Nets reached from selected ports:
Bar = 20 um.
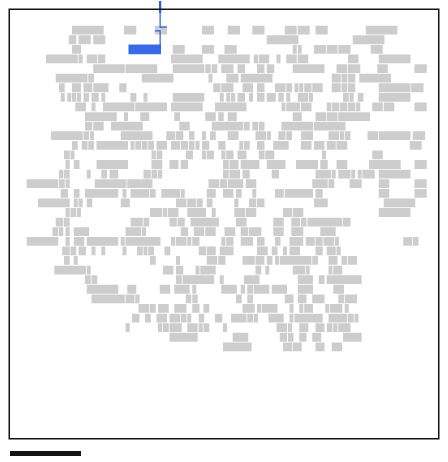
Where the registers sit:
Bar = 20 um.
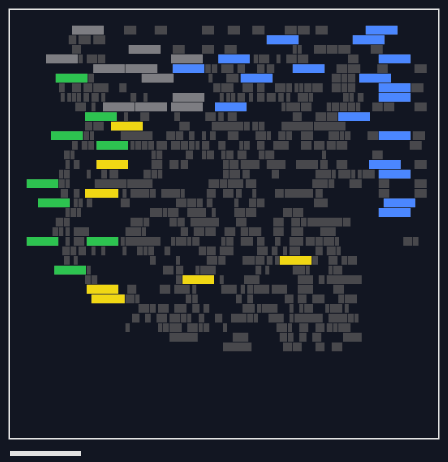
Design tw_gen, sky130hd; sources not shown.
==> flow_metrics.tcl <==
# yosys + openroad results
set metrics [dict create \
    gp_congestion 0.877 \
    ys.warnings.count 0 \
    setup_viol 0 \
    layout.cells.non_filler 658 \
    num_rows 41 \
    max-vdd-ir-drop_v 0.0000993 \
    synthCells 488 \
    edf_count 0 \
    place_inst 650 \
    antenna_cells 0 \
    p_switching_mw 0.237 \
    ctsResizeCount 0 \
    n_tap_cell 172 \
    cts_sinks 45 \
    power_leakage_nw 1.77 \
    cp.required_ps 7620 \
    antenna_found_initial 0 \
    reg2reg_depth 10 \
    clock.latency.late_pin_ps 290 \
    cap_violations 0 \
    drcViolationCount 0 \
    final_nets 506 \
    p_comb_share_pct 29.3 \
    status "finished, final reports clean" \
    whs_ps 352 \
    final-max-slew-violation-count 0 \
    hold_buffers 0 \
    fp.dieW_um 121 \
    grt_first_pass_wirelength_um 20300 \
    max_freq_ghz 0.268 \
    switching_share_pct 34.2 \
    powerDensity_mw_per_mm2 151 \
    buf_share_pct 6.14 \
    stdcell_area_sq_mm 0.00461 \
    tns_ps 0 \
    period_minus_slack_ps 3730 \
    area_leaders "dfrtp_1, o21ai_0, ha_1" \
    synth-async-reset-ratio_pct 100 \
    ys_seq_share_pct 26.5 \
    num_vias 3879 \
    clk_pin_slew_ps 70 \
    tightest_slew_ps 965 \
    worstPathArrival_ps 3900 \
    ys.flops 45 \
    synth_top_area_share_pct 26.5 \
    track_usage_pct 17.0 \
    r2r_slack_ps 3720 \
    layout-drive-gt1-share_pct 11.5 \
    yosysUniqueCellTypes 83 \
    dominant-cell-class "combinational gates" \
    chip_area_sq_mm 0.0147 \
    post-synth-top-count-cell "nand2_1" \
    grt_max_degree 67 \
    ff_count 45 \
    yosys_area_sq_mm 0.00426 \
    comb_area_share_pct 59.8 \
    grt-ovfl-total 0 \
    common_cells "nand2_1, o21ai_0, dfrtp_1" \
    wire_per_inst_um 18.8 \
    logic_area_sq_mm 0.00275 \
    min_path_cells 0 \
    viasPerCell 5.90 \
    cp-end-kind "flip-flop" \
    cts_tree "done" \
    totalWireLength_um 12400 \
    clock_area_share_pct 3.26 \
    die_y_um 121 \
    min_path_type "reg2reg" \
    dpl_cell_area_sq_mm 0.00446 \
    syn-num-nets 509 \
    fp_util_pct 33.2 \
    nNonClkInverters 20 \
    place_hpwl_um 8580 \
    yosys_cells 488 \
    final.clkbuf_count 5 \
    grt_pass1_vias 3639 \
    cts_buffers 5 \
    fin_crit_sh_pct 50.1 \
    largest_reg_flops 18 \
    finClkSkew_ps 2.76 \
    n_fill_cell 1354 \
    ant_nets 0 \
    cts_root_buf "clkbuf_16" \
    drt_iter0_markers 475 \
    relSlewSlack_pct 35.7 \
    p_clk_share_pct 33.1 \
    internal_power_mw 0.457 \
    clock_path_buffers 2 \
    critPathLaunchType "flip-flop" \
    cts_setup_buffers 0 \
    yosysTopAreaCell "dfrtp_1" \
    comb_cells 383 \
    syn_area_per_cell_sq_um 8.72 \
    hold_viol_final 0 \
    cts-htree-levels 2 \
    drtPass1Iterations 5 \
    rsz0062_at_grt "no" \
    seqPwrFrac_pct 37.5 \
    netlist_area_sq_mm 0.00426 \
    syn2layout_area_growth_pct 8.29 \
    fin_total_pwr_mw 0.694 \
    nNonClkBuffers 30 \
    critPathKind "reg2reg" \
    sh_seq_area_pct 24.5 \
    fp.coreArea_sq_mm 0.0128 \
    critPathMaxFanout 19 \
    synthFlopType "dfrtp_1" \
    log.warning_count 36 \
]
About 'nets reached from selected ports':
legend:
  sync_err:
    color: blue
    direction: output
    end_cells: 1
    buffers: 1
    wire: 12.9 um
IO Count: 26
I/O Buffers: 25

About 'where the registers sit':
legend:
  addr1:
    color: yellow
    flops: 7
  u_rom.tw:
    color: blue
    flops: 18
    where: top right
  cnt:
    color: green
    flops: 9
FF/Latch Area: 0.00113 sq mm
seq pwr: 0.260 mW

==> routing by layer <==
layer | routed length (um) | share of wire (%) | vias up | global-route usage (%)
met4 | 181 | 1.5 | 0 | 3.29
met2 | 5770 | 47 | 138 | 26.3
met5 | 0 | 0 | - | 0
met3 | 849 | 6.9 | 16 | 3.73
li1 | - | - | 1827 | -
met1 | 5560 | 45 | 1898 | 24.5
==> power groups by stage <==
stage	Combinational (mW)	Clock, mW	Sequential (mW)
after floorplan	0.161	0	0.261
after global placement	0.201	0	0.265
after detailed placement	0.202	0	0.265
after CTS	0.203	0.236	0.260
after global routing	0.224	0.246	0.262
final	0.204	0.230	0.260
==> cell families after synthesis <==
group                      after synthesis  share of synthesized area (%)
AOI/OAI and AO/OA                      173                           31.1
muxes                                   21                           6.67
and+or+nand+nor                        162                           19.9
xor gates and xnor gates                10                           2.06
DFF                                     45                           26.5
adders and majority gates               17                           5.00
buffers and inverters                   60                           8.82
==> critical path, cell delays in order (launching register included) <==
cell	delay, ps
dfrtp_1	720
inv_1	340
ha_1	520
mux2_1	370
mux4_2	480
a32oi_1	160
nand3b_1	170
ha_1	290
nand4b_1	130
xnor2_1	90
a221o_1	330
==> through the flow <==
stage | setup slack (ps) | utilization [%]
after floorplan | 4360 | -
after global placement | 3930 | 34.8
after detailed placement | 3740 | 34.8
after CTS | 3750 | 35.9
after global routing | 3400 | 35.9
final | 3720 | 35.9
==> placed cells by master (no fill, tap or decap), drive strengths merged, types with 9 or more instances in the layout <==
master and n:
nand2b 13, nor2 28, o21ai 50, ha 17, and3 9, inv 19, nor2b 9, a221oi 10
dfrtp 45, nand2 57, nand3 11, a21oi 20, clkdlybuf4s50 24, mux2i 13, xnor2 9
No activity file was given, so power comes from the tool's default toggle rates.
